<file path="src/rtl/blink_code_pkg.sv">
// Shared types and helpers for the blink_code LED status signaller.
package blink_code_pkg;

    typedef enum logic [1:0] {
        StIdle = 2'd0,
        StOn   = 2'd1,
        StOff  = 2'd2,
        StGap  = 2'd3
    } state_e;

    // Counter must hold the largest per-state terminal value (TICKS-1).
    function automatic int unsigned tick_cnt_w(int unsigned on_t, int unsigned off_t,
                                               int unsigned gap_t);
        int unsigned m;
        m = on_t;
        if (off_t > m) m = off_t;
        if (gap_t > m) m = gap_t;
        return $clog2(m + 1);
    endfunction

endpackage

</file>
<file path="src/rtl/blink_code_if.sv">
// Request/status bundle between the control logic and the blink_code player.
interface blink_code_if #(
    parameter int unsigned CODE_W = 4
);
    logic              tick;
    logic              start;
    logic [CODE_W-1:0] code;
    logic              led;
    logic              busy;
    logic              done;

    modport master (
        output tick, start, code,
        input  led, busy, done
    );

    modport slave (
        input  tick, start, code,
        output led, busy, done
    );
endinterface

</file>
<file path="src/rtl/blink_tick_cnt.sv">
// Counts tick pulses within one FSM state; flags the tick that reaches the terminal value.
module blink_tick_cnt #(
    parameter int unsigned W = 1
) (
    input  logic         clk,
    input  logic         rst_n,
    input  logic         clear,
    input  logic         tick,
    input  logic [W-1:0] term,
    output logic         reached
);

    logic [W-1:0] cnt_q;

    assign reached = tick && (cnt_q == term);

    always_ff @(posedge clk or negedge rst_n) begin
        if (!rst_n) begin
            cnt_q <= '0;
        end else if (clear) begin
            cnt_q <= '0;
        end else if (tick) begin
            cnt_q <= cnt_q + W'(1);
        end
    end

endmodule

</file>
<file path="src/rtl/blink_code.sv">
// Plays a code as N LED blinks followed by a gap, timed by upstream tick pulses.
// Define BLINK_CODE_REPEAT_EN to re-sample code at each gap end and replay back-to-back.
module blink_code
    import blink_code_pkg::*;
#(
    parameter int unsigned CODE_W    = 4,
    parameter int unsigned ON_TICKS  = 1,
    parameter int unsigned OFF_TICKS = 1,
    parameter int unsigned GAP_TICKS = 4
) (
    input  logic         clk,
    input  logic         rst_n,
    blink_code_if.slave  bus
);

    localparam int unsigned CW = tick_cnt_w(ON_TICKS, OFF_TICKS, GAP_TICKS);
    localparam logic [CW-1:0] ON_TERM  = CW'(ON_TICKS - 1);
    localparam logic [CW-1:0] OFF_TERM = CW'(OFF_TICKS - 1);
    localparam logic [CW-1:0] GAP_TERM = CW'(GAP_TICKS - 1);

    state_e            state_q;
    logic [CODE_W-1:0] remaining_q;
    logic              led_q;
    logic              busy_q;
    logic              done_q;

    logic [CW-1:0]     term;
    logic              reached;
    logic              cnt_clear;

    always_comb begin
        term = ON_TERM;
        case (state_q)
            StOff:   term = OFF_TERM;
            StGap:   term = GAP_TERM;
            default: term = ON_TERM;
        endcase
    end

    // Holding the counter clear in idle means a tick coinciding with start is not counted.
    assign cnt_clear = (state_q == StIdle) || reached;

    blink_tick_cnt #(
        .W (CW)
    ) u_tick_cnt (
        .clk     (clk),
        .rst_n   (rst_n),
        .clear   (cnt_clear),
        .tick    (bus.tick),
        .term    (term),
        .reached (reached)
    );

    always_ff @(posedge clk or negedge rst_n) begin
        if (!rst_n) begin
            state_q     <= StIdle;
            remaining_q <= '0;
            led_q       <= 1'b0;
            busy_q      <= 1'b0;
            done_q      <= 1'b0;
        end else begin
            done_q <= 1'b0;
            case (state_q)
                StIdle: begin
                    if (bus.start) begin
                        if (bus.code != '0) begin
                            remaining_q <= bus.code;
                            state_q     <= StOn;
                            led_q       <= 1'b1;
                            busy_q      <= 1'b1;
                        end else begin
                            done_q <= 1'b1;
                        end
                    end
                end
                StOn: begin
                    if (reached) begin
                        remaining_q <= remaining_q - CODE_W'(1);
                        led_q       <= 1'b0;
                        state_q     <= (remaining_q == CODE_W'(1)) ? StGap : StOff;
                    end
                end
                StOff: begin
                    if (reached) begin
                        led_q   <= 1'b1;
                        state_q <= StOn;
                    end
                end
                StGap: begin
                    if (reached) begin
                        done_q <= 1'b1;
`ifdef BLINK_CODE_REPEAT_EN
                        if (bus.code != '0) begin
                            remaining_q <= bus.code;
                            led_q       <= 1'b1;
                            state_q     <= StOn;
                        end else begin
                            busy_q  <= 1'b0;
                            state_q <= StIdle;
                        end
`else
                        busy_q  <= 1'b0;
                        state_q <= StIdle;
`endif
                    end
                end
                default: state_q <= StIdle;
            endcase
        end
    end

    assign bus.led  = led_q;
    assign bus.busy = busy_q;
    assign bus.done = done_q;

endmodule

</file>
<file path="src/flat_wrapper.sv">
// flat-port wrapper written by rule: the top's interface ports become plain ports
module blink_code_flat import blink_code_pkg::*;
#(
    parameter int unsigned CODE_W    = 4,
    parameter int unsigned ON_TICKS  = 1,
    parameter int unsigned OFF_TICKS = 1,
    parameter int unsigned GAP_TICKS = 4
)
  (clk, rst_n, bus_tick, bus_start, bus_code, bus_led, bus_busy, bus_done);
  blink_code_if #(.CODE_W(CODE_W)) bus_i ();
  input  logic clk;
  input  logic rst_n;
  input wire logic [$bits(bus_i.tick)-1:0] bus_tick;
  input wire logic [$bits(bus_i.start)-1:0] bus_start;
  input wire logic [$bits(bus_i.code)-1:0] bus_code;
  output wire logic [$bits(bus_i.led)-1:0] bus_led;
  output wire logic [$bits(bus_i.busy)-1:0] bus_busy;
  output wire logic [$bits(bus_i.done)-1:0] bus_done;
  assign bus_i.tick = bus_tick;
  assign bus_i.start = bus_start;
  assign bus_i.code = bus_code;
  assign bus_led = bus_i.led;
  assign bus_busy = bus_i.busy;
  assign bus_done = bus_i.done;
  blink_code #(.CODE_W(CODE_W), .ON_TICKS(ON_TICKS), .OFF_TICKS(OFF_TICKS), .GAP_TICKS(GAP_TICKS)) u_core (.clk(clk), .rst_n(rst_n), .bus(bus_i));
endmodule
</file>
<file path="config.mk">
export PLATFORM = sky130hd
export DESIGN_NAME = blink_code_flat
export DESIGN_NICKNAME = d
export VERILOG_FILES = /design/src/rtl/blink_code_pkg.sv /design/src/rtl/blink_code_if.sv /design/src/rtl/blink_tick_cnt.sv /design/src/rtl/blink_code.sv /design/src/flat_wrapper.sv
export SDC_FILE = /design/constraint.sdc
export NUM_CORES = 1
export LEC_CHECK = 0
export ABC_AREA = 1
export ABC_CLOCK_PERIOD_IN_PS = 1320
export CORE_MARGIN = 2
export CORE_UTILIZATION = 35
export DETAILED_ROUTE_END_ITERATION = 7
export GPL_ROUTABILITY_DRIVEN = 0
export SYNTH_ARGS = -nofsm -noshare
export SYNTH_HDL_FRONTEND = slang
export SYNTH_SLANG_ARGS = --single-unit
</file>
<file path="constraint.sdc">
create_clock -name clk -period 1.32 [get_ports clk]
set_input_delay 0.264 -clock clk [delete_from_list [all_inputs] [get_ports clk]]
set_output_delay 0.264 -clock clk [all_outputs]
set_load 0.02 [all_outputs]
</file>
run_1/layer_met1.png
The bar under the picture is 20 um long. Cells faint in the background.
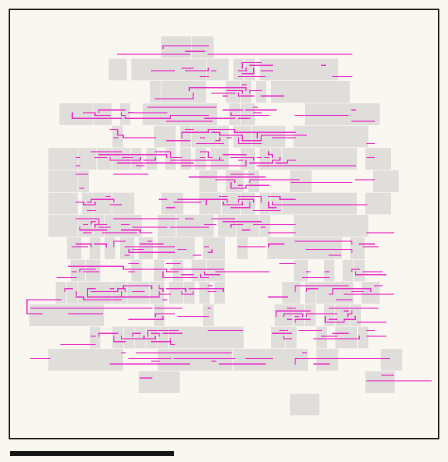
wire length on this layer	829 um
share of all routed wire	49%

run_1/layer_met2.png
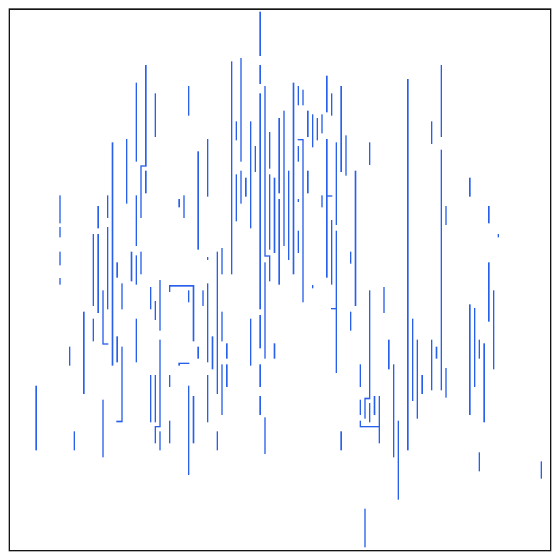
main direction	vertical
nets with wire on the layer	114
wire length on this layer	774 um
longest straight run	35.7 um
share of all routed wire	46%
routed via count: 773
Total Wirelength: 1680 um
GR Layer Usage met2: 20.5%

run_1/layer_met3.png
The bar under the picture is 20 um long.
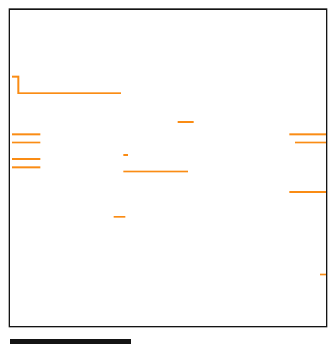
longest straight run	16.8 um
nets with wire on the layer	11
main direction	horizontal
Global Route met3 Usage: 3.74%

run_1/clocks.png
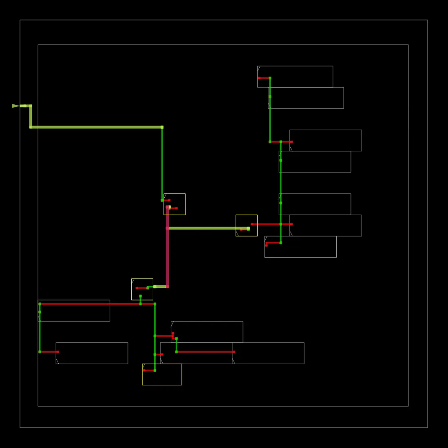
number of clock sinks: 12
post-route clock skew: 0.00667 ns
number of clock buffers inserted by TritonCTS: 3
clk_buf instances: 4
Clock Latency Late Sink: 0.27 ns

-- run 1: routing by layer --
layer | track usage, % | part of all wire [%]
met1 | 19.5 | 49
met2 | 20.5 | 46
met3 | 3.74 | 4.1
met4 | 4.70 | 0.59
met5 | 0 | 0
-- run 1: cell usage after synthesis --
cell type | n | area [sq um]
nor2_2 | 3 | 18.8
ha_1 | 8 | 100
or2_1 | 1 | 6.26
inv_2 | 4 | 15.0
nand2_2 | 2 | 12.5
inv_1 | 7 | 26.3
o21ai_0 | 4 | 20.0
nand2_1 | 44 | 165
nor2_1 | 6 | 22.5
or2_2 | 2 | 12.5
nand2_4 | 1 | 11.3
a21oi_1 | 5 | 25.0
nand3_1 | 11 | 55.1
nand4_1 | 2 | 12.5
o31ai_1 | 1 | 7.51
dfrtp_1 | 12 | 300
-- run 1: flip-flops by register name, summed over array words and instances, names as in the netlist --
signal / count
u_core.bus.busy: 1
u_core.u_tick_cnt.cnt_q: 3
u_core.state_q: 2
u_core.bus.done: 1
u_core.remaining_q: 4
u_core.bus.led: 1
-- run 1: through the flow --
stage	setup TNS (ns)	std cells	cell area (sq um)
2_1_floorplan	0	113	823
3_3_place_gp	-1.33	160	1030
3_5_place_dp	-1.40	160	1030
4_1_cts	-0.472	165	1070
5_1_grt	-1.28	165	1130
6_report	-0.346	165	1130
-- run 1: power groups by stage --
| stage | Combinational (mW) | Sequential, mW | Clock [mW] |
|---|---|---|---|
| 2_1_floorplan | 0.997 | 0.673 | 0 |
| 3_3_place_gp | 1.44 | 0.662 | 0 |
| 3_5_place_dp | 1.46 | 0.669 | 0 |
| 4_1_cts | 1.48 | 0.658 | 0.289 |
| 5_1_grt | 1.86 | 0.720 | 0.310 |
| 6_report | 1.64 | 0.692 | 0.282 |
-- run 1: worst max-delay path, stage by stage (launching register included) --
cell	delay [ns]
dfrtp_2	0.46
ha_4	0.19
nor2_2	0.09
nand2_1	0.05
nand2_1	0.07
nand2_2	0.09
inv_2	0.08
nand2_2	0.08
nand2_2	0.09
nand2_1	0.05
nand2_1	0.06
-- run 1: final timing paths --
kind	from	endpoint	slack, ns	cells after the start
worst max-delay path	u_core.state_q[0]	u_core.state_q[0]	-0.05	10
worst min-delay path	rst_n	u_core.u_tick_cnt.cnt_q[2]	0.28	2
worst max register to register	u_core.state_q[0]	u_core.state_q[0]	-0.05	10
worst min register to register	u_core.bus.led	u_core.bus.led	0.47	2
max in group asynchronous	rst_n	u_core.state_q[0]	0.87	2
min in group clk	u_core.bus.led	u_core.bus.led	0.47	2
-- run 1: cells by family after synthesis --
logic type	count (synthesis)	share of synthesized area, %
AND-OR/OR-AND	10	6.48
adder cells (fa/ha/maj)	8	12.3
buffers and inverters	11	5.09
flip-flops	12	37.0
AND/OR/NAND/NOR	72	39.0
-- run 1: repair_timing --
item / in CTS / in global routing
setup endpoints to repair: 12 / 12
setup buffers: 1 / 0
resized: 5 / 16
pin swaps: 2 / 2
-- run 1: area by class of cell --
class | count | area [sq um] | area share [%]
well taps | 28 | 35.0 | 3.11
multi-input cells | 90 | 533 | 47.3
repair buffers | 20 | 175 | 15.6
inverters | 11 | 43.8 | 3.89
flip-flops and latches | 12 | 303 | 26.9
clock buffers | 4 | 36.3 | 3.22
==> out/metrics.yaml, run 1 <==
total_leakage_power_nw: 0.560
floorplan.die.height_um: 52.1
maxSlewHeadroom_pct: 82.7
globalRouteTotalUtil_pct: 13.9
place_hpwl_um: 1340
drt_pass1_iterations: 4
drt-wirelength-per-cell_um: 10.2
worst_slew_pin_slew_ns: 0.257
report.final.slew_viol_count: 0
pin_count: 11
power.combinational.fraction_pct: 62.7
finalCriticalPeriod_ns: 1.37
hold_violations: 0
setup_viol_count_final: 8
hold_class: "in -> async"
cells_in_synth_stat_txt: 113
gate_count_after_technology_mapping: 113
final_critical_path_setup_slack_ns: -0.0510
area_growth_pct: 38.9
syn_area_cell_sq_um: 7.18
number_of_antenna_violations_at_the_first_check_in_global_routing: 0
netlist-cell-type-count: 16
io_buffer_count: 10
die_w_um: 52.1
run_status: "finished with violations"
cts_tree: "done"
grt.overflow.total: 0
drc_marker_count_from_the_first_detailed_route_iteration: 9
cts-hold-fix-buffers: 0
worst_ep_required_time_ns: 1.52
whs_ns: 0.283
fp_util_pct: 37.0
grt_setup_unrepaired: "true"
timing.max_cap.violations: 0
failed_checks: "setup timing"
crit_path_max_fanout: 4
ant_nets: 0
p_clk_share_pct: 10.8
ys.flops: 12
fp-row-count: 17
cts-htree-levels: 1
==> run 2, diff against run 1 <==
CTS_CLUSTER_DIAMETER = 150   (was default)
GPL_ROUTABILITY_DRIVEN = 1   (was 0)
run_2/sizes.png
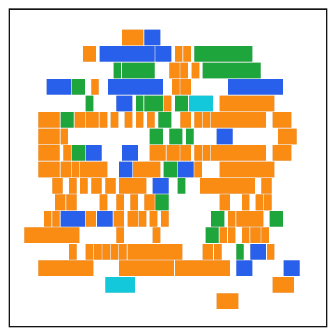
size	colour	cells	share
_2 cells	green	22	16%
_3 and _4 cells	blue	18	13%
_0 and _1 cells	orange	95	69%
_6 and larger	cyan	2	1.5%
total non-filler cell area in the finished layout: 0.00113 sq mm
area overhead of the layout relative to synthesis: 38.9%

run_2/clocks.png
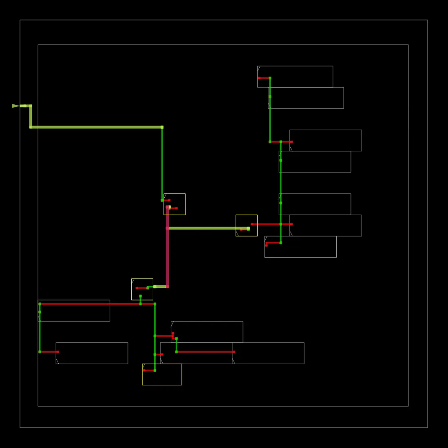
seq_cells: 12
power attributed to the clock group: 0.282 mW

==> run 2 against run 1 <==
  * The run still ends with setup timing left
  * Combinational power about the same
  * First-iteration DRC count unchanged
  * Clock skew unchanged
  * Setup slack unchanged
  * Flip-flop count unchanged
  * Hold slack unchanged
  * Critical endpoint unchanged
==> out/metrics.yaml, run 2 <==
run_status: "finished with violations"
failed_checks: "setup timing"
ys_sh_mux_pct: 0  # unchanged
cts_buffers: 3  # unchanged
dr_total_vias: 773  # unchanged
final_critical_path_setup_slack_ns: -0.0510  # unchanged
gate_count_after_technology_mapping: 113  # unchanged
hold_violations: 0  # unchanged
r2r_cells: 10  # unchanged
syn_area_cell_sq_um: 7.18  # unchanged
worst_ep_required_time_ns: 1.52  # about the same
synthXorXnorAreaFrac_pct: 0  # unchanged
die_w_um: 52.1  # unchanged
setup_viol_count_final: 8  # unchanged
synth.comb.largest_family: "simple AND/OR/NAND/NOR gates"
drt_pass1_iterations: 4  # unchanged
worstSkewPairLatency_ns: 0.27  # about the same
flop_cell: "dfrtp_1"
cts-htree-levels: 1  # unchanged
reg2reg_to: "u_core.state_q[0]"
total_leakage_power_nw: 0.560  # unchanged
globalRouteTotalUtil_pct: 13.9  # unchanged
floorplan.die.height_um: 52.1  # unchanged
grt_setup_unrepaired: "true"
synth_dominant_cell_count: "nand2_1"
hold_class: "in -> async"
fin_skew_ns: 0.00667  # unchanged
synthesized_area_fraction_occupied_by_ao_oa_aoi_and_oai_cells_pct: 6.48  # unchanged
enable_flop_cells: 0  # unchanged
timing.max_cap.violations: 0  # unchanged
io_buffer_count: 10  # unchanged
top_cells_by_area: "dfrtp_1 37%, nand2_1 20%, ha_1 12%, nand3_1 6.8%, inv_1 3.2%"
drc_marker_count_from_the_first_detailed_route_iteration: 9  # unchanged
number_of_clock_sinks: 12  # unchanged
r2r_setup_slk_ns: -0.05  # about the same
drt-wirelength-per-cell_um: 10.2  # unchanged
ant_nets: 0  # unchanged
reg.largest.list: "u_core.remaining_q x4, u_core.u_tick_cnt.cnt_q x3, u_core.state_q x2"
register_with_the_most_flip_flops: "u_core.remaining_q"
ys.flops: 12  # unchanged
cts-hold-fix-buffers: 0  # unchanged
place_area_sq_mm: 0.00103  # unchanged
route.final.wire_length_um: 1680  # unchanged
ys_top_cells_by_count: "44 x nand2_1, 12 x dfrtp_1, 11 x nand3_1"
async_reset_ff_share_pct: 100  # unchanged
number_of_antenna_violations_at_the_first_check_in_global_routing: 0  # unchanged
fp-row-count: 17  # unchanged
cells_in_synth_stat_txt: 113  # unchanged
finalCriticalPeriod_ns: 1.37  # unchanged
synth.largest_area_cell: "dfrtp_1"
netlist-cell-type-count: 16  # unchanged
run_2/layer_met3.png
The bar under the picture is 20 um long.
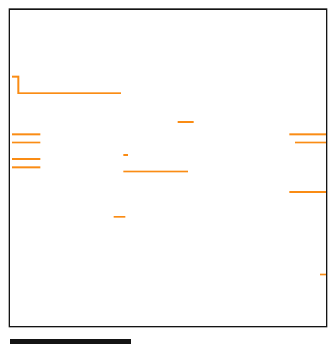
main direction	horizontal
share of all routed wire	4.1%
wire length on this layer	69.4 um
longest straight run	16.8 um
nets with wire on the layer	11

run 2: layout make-up:
type	instances	area, sq um	area share, %
multi-input cells	90	533	47.3
flip-flops and latches	12	303	26.9
repair buffers	20	175	15.6
inverters	11	43.8	3.89
clock buffers	4	36.3	3.22
well taps	28	35.0	3.11
run 2: critical path, cell delays in order (launching register included):
cell and delay [ns]:
dfrtp_2 0.46, ha_4 0.19, nor2_2 0.09, nand2_1 0.05
nand2_1 0.07, nand2_2 0.09, inv_2 0.08, nand2_2 0.08
nand2_2 0.09, nand2_1 0.05, nand2_1 0.06
run 2: kinds of logic (layout without fill, tap and decap cells):
| kind of cell | count (synthesis) | after routing |
|---|---|---|
| simple gates | 72 | 72 |
| flops | 12 | 12 |
| buf+inv | 11 | 35 |
| compound gates | 10 | 10 |
| fa+ha+maj | 8 | 8 |
run 2: metrics by stage:
step                hold WS, ns  setup TNS, ns  instances
floorplan               -0.0316              0        113
global placement          0.465          -1.33        160
detailed placement        0.463          -1.40        160
CTS                       0.289         -0.472        165
global route              0.301          -1.28        165
finish                    0.283         -0.346        165
run 2: repair_timing:
item | in CTS | in global routing
setup endpoints to repair | 12 | 12
buffers inserted | 1 | 0
pin swaps | 2 | 2
gates resized | 5 | 16
hold endpoints to repair | 0 | 0
run 2: report_power, final:
group | total [mW] | switching (mW) | internal [mW] | leakage, nW
Combinational | 1.64 | 0.929 | 0.711 | 0.392
Clock | 0.282 | 0.115 | 0.167 | 0.0210
Sequential | 0.692 | 0.164 | 0.529 | 0.147
run 2: worst max-delay path by stage:
stage	start	endpoint
6_report	u_core.state_q[0]	u_core.state_q[0]
5_1_grt	u_core.state_q[0]	u_core.state_q[0]
4_1_cts	u_core.state_q[1]	u_core.remaining_q[3]
3_5_place_dp	bus_code[0]	u_core.state_q[1]
3_3_place_gp	bus_code[0]	u_core.state_q[0]
2_1_floorplan	u_core.state_q[1]	u_core.bus.led
run 2: per-layer routing:
layer	up-vias	GRT usage, %	part of all wire (%)
met5	-	0	0
met4	0	4.70	0.59
met3	3	3.74	4.1
met2	14	20.5	46
met1	344	19.5	49
li1	412	-	-
==> run 3, diff against run 2 <==
CORE_UTILIZATION = 40   (was 35)
PLACE_DENSITY = 0.62   (was default)
run_3/clocks.png
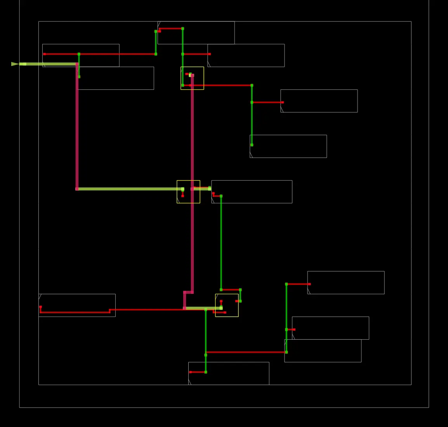
power attributed to the clock group: 0.233 mW
clk_buf instances: 3
post-route clock skew: 0.00971 ns
Clock Latency Late Sink: 0.28 ns

run_3/sizes.png
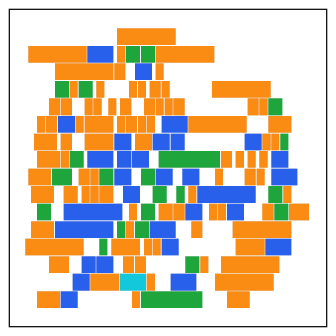
size	colour	cells	share	most used
_0 and _1 cells	orange	88	62%	nand2_1
_3 and _4 cells	blue	30	21%	buf_4
_6 and larger	cyan	1	0.71%	buf_6
_2 cells	green	22	16%	nand2_2
smallest setup slack after layout: -0.0922 ns
non-clock buffer total of the final layout: 25
area overhead of the layout relative to synthesis: 47.7%
total non-filler cell area in the finished layout: 0.00120 sq mm

==> run 3 against run 2 <==
  * The run still ends with setup timing left
  * Combinational power grew 13%
  * Area after synthesis unchanged
  * First-iteration DRC count is the same
  * Largest cell class unchanged
  * Largest power group unchanged
==> out/metrics.yaml, run 3 <==
number_of_clock_sinks: 12  # unchanged
ant_nets: 0  # unchanged
crit_path_max_fanout: 3
largest_register_ffs: 4
fin_setup_tns_ns: -0.454  # -0.109 ns
cp_common_cell: "nand2_1"
worstSetupStartpoint: "u_core.state_q[1]"
async_reset_ff_share_pct: 100  # unchanged
floorplan.die.height_um: 49.0  # -6.0%
synth.largest_area_cell: "dfrtp_1"
timing.critical_path.slowest_cell_delay_ns: 0.47  # about the same
cells_in_synth_stat_txt: 113  # unchanged
flop_cell: "dfrtp_1"
drt_pass1_iterations: 4  # unchanged
floorplan.core_area_sq_mm: 0.00194
post_drt_via_cell_ratio: 4.78
reg.largest.list: "u_core.remaining_q x4, u_core.u_tick_cnt.cnt_q x3, u_core.state_q x2"
run_status: "finished with violations"
fp-row-count: 16  # -1
ys.flops: 12  # unchanged
route.final.wire_length_um: 1800  # +7.0%
worst_ep_required_time_ns: 1.50  # -0.02 ns
finalCriticalPeriod_ns: 1.41  # +0.0412 ns
die_w_um: 49.0  # -6.0%
failed_checks: "setup timing"
hold_violations: 0  # unchanged
top_cells_by_area: "dfrtp_1 37%, nand2_1 20%, ha_1 12%, nand3_1 6.8%, inv_1 3.2%"
io_buffer_count: 10  # unchanged
cts-htree-levels: 1  # unchanged
grt_setup_unrepaired: "true"
globalRouteTotalUtil_pct: 16.8  # +2.9 points
post_syn_area_sq_um: 811
dr_total_vias: 803  # +3.9%
drt-wirelength-per-cell_um: 10.7  # +5.1%
cts_buffers: 3  # unchanged
instances_no_fill: 168  # +1.8%
enable_flop_cells: 0  # unchanged
ys_top_cells_by_count: "44 x nand2_1, 12 x dfrtp_1, 11 x nand3_1"
setup_viol_count_final: 8  # unchanged
drc_marker_count_from_the_first_detailed_route_iteration: 9  # unchanged
hold_class: "in -> async"
warnings: 33
synth_dominant_cell_count: "nand2_1"
critical_path.cell_chain: "buf_6, ha_1, or2_2, nand2_2, nand3_1, nand2_1, nand2_1"
total_leakage_power_nw: 0.604  # +7.8%
clock_path_buffers: 2
ys_seq_share_pct: 37.0
post-place-cells: 163  # +1.9%
timing.max_cap.violations: 0  # unchanged
number_of_nets_in_the_finished_design: 159
final_critical_path_setup_slack_ns: -0.0922  # -0.0412 ns
num-fill-cells: 176
critical_path.slowest_cell: "dfrtp_2"
number_of_antenna_violations_at_the_first_check_in_global_routing: 0  # unchanged
syn_area_cell_sq_um: 7.18  # unchanged
netlist-cell-type-count: 16  # unchanged
cts-hold-fix-buffers: 0  # unchanged
maxSlewHeadroom_pct: 83.5
place_area_sq_mm: 0.00105  # +2.8%
run_3/layer_met1.png
The bar under the picture is 10 um long. Cells faint in the background.
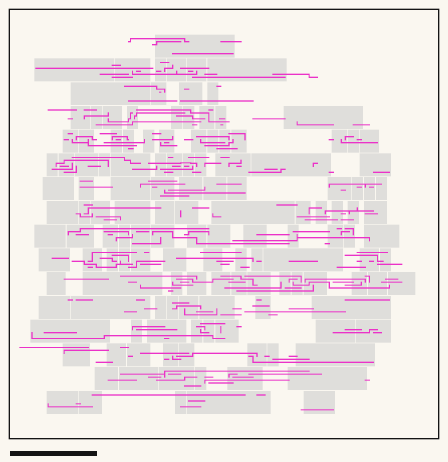
longest straight run	17.5 um
wire length on this layer	826 um
nets with wire on the layer	135
share of all routed wire	46%
main direction	horizontal

-- run 3: logic make-up (layout without fill, tap and decap cells) --
kind of cell             after synthesis  in the layout  share of synthesized area [%]
AND/OR/NAND/NOR                       72             72                           39.0
flip-flops                            12             12                           37.0
buffers and inverters                 11             39                           5.09
AND-OR/OR-AND                         10             10                           6.48
adder cells (fa/ha/maj)                8              8                           12.3
-- run 3: path summary, 6_finish.rpt --
kind                                     end  slack (ns)  cells past startpoint
setup reg to reg              u_core.bus.led       -0.09                      7
min in group clk              u_core.bus.led        0.50                      2
hold reg to reg               u_core.bus.led        0.50                      2
hold / removal               u_core.bus.done        0.27                      2
setup / recovery              u_core.bus.led       -0.09                      7
max in group asynchronous  u_core.state_q[1]        0.87                      2
-- run 3: through the flow --
step           util (%)  hold WS [ns]
2_1_floorplan         -       -0.0316
3_3_place_gp       54.3         0.459
3_5_place_dp       54.3         0.487
4_1_cts            57.2         0.284
5_1_grt            61.7         0.285
6_report           61.7         0.273
-- run 3: critical path: cells and delay by family (launching register included) --
family	cells	cell delay, ns
and+or+nand+nor	5	0.53
DFF	1	0.47
buffers and inverters	1	0.14
adders and majority gates	1	0.17
-- run 3: layout make-up --
| type | instances | area (sq um) | share of cell area (%) |
|---|---|---|---|
| Sequential cell | 12 | 303 | 25.3 |
| Tap cell | 27 | 33.8 | 2.82 |
| Multi-Input combinational cell | 90 | 576 | 48.1 |
| Inverter | 11 | 48.8 | 4.08 |
| Timing Repair Buffer | 25 | 214 | 17.9 |
| Clock buffer | 3 | 22.5 | 1.88 |
-- run 3: power breakdown --
part	internal [mW]	switching [mW]
sequential	0.528	0.191
combinational	0.834	1.01
clock	0.106	0.127
-- run 3: per-layer routing --
layer	GRT usage (%)	wire length, um	share of wire [%]	vias to the layer above
met3	3.07	65	3.6	5
met2	26.0	862	48	15
li1	-	-	-	421
met1	22.4	826	46	362
met5	0	0	0	-
met4	8.57	43	2.4	0
-- run 3: timing repair --
action / CTS / global route
setup buffers: 2 / 0
endpoints found under the setup margin: 12 / 12
resized: 10 / 27
pin swaps: 7 / 5
Power and IR drop assume default switching activity.
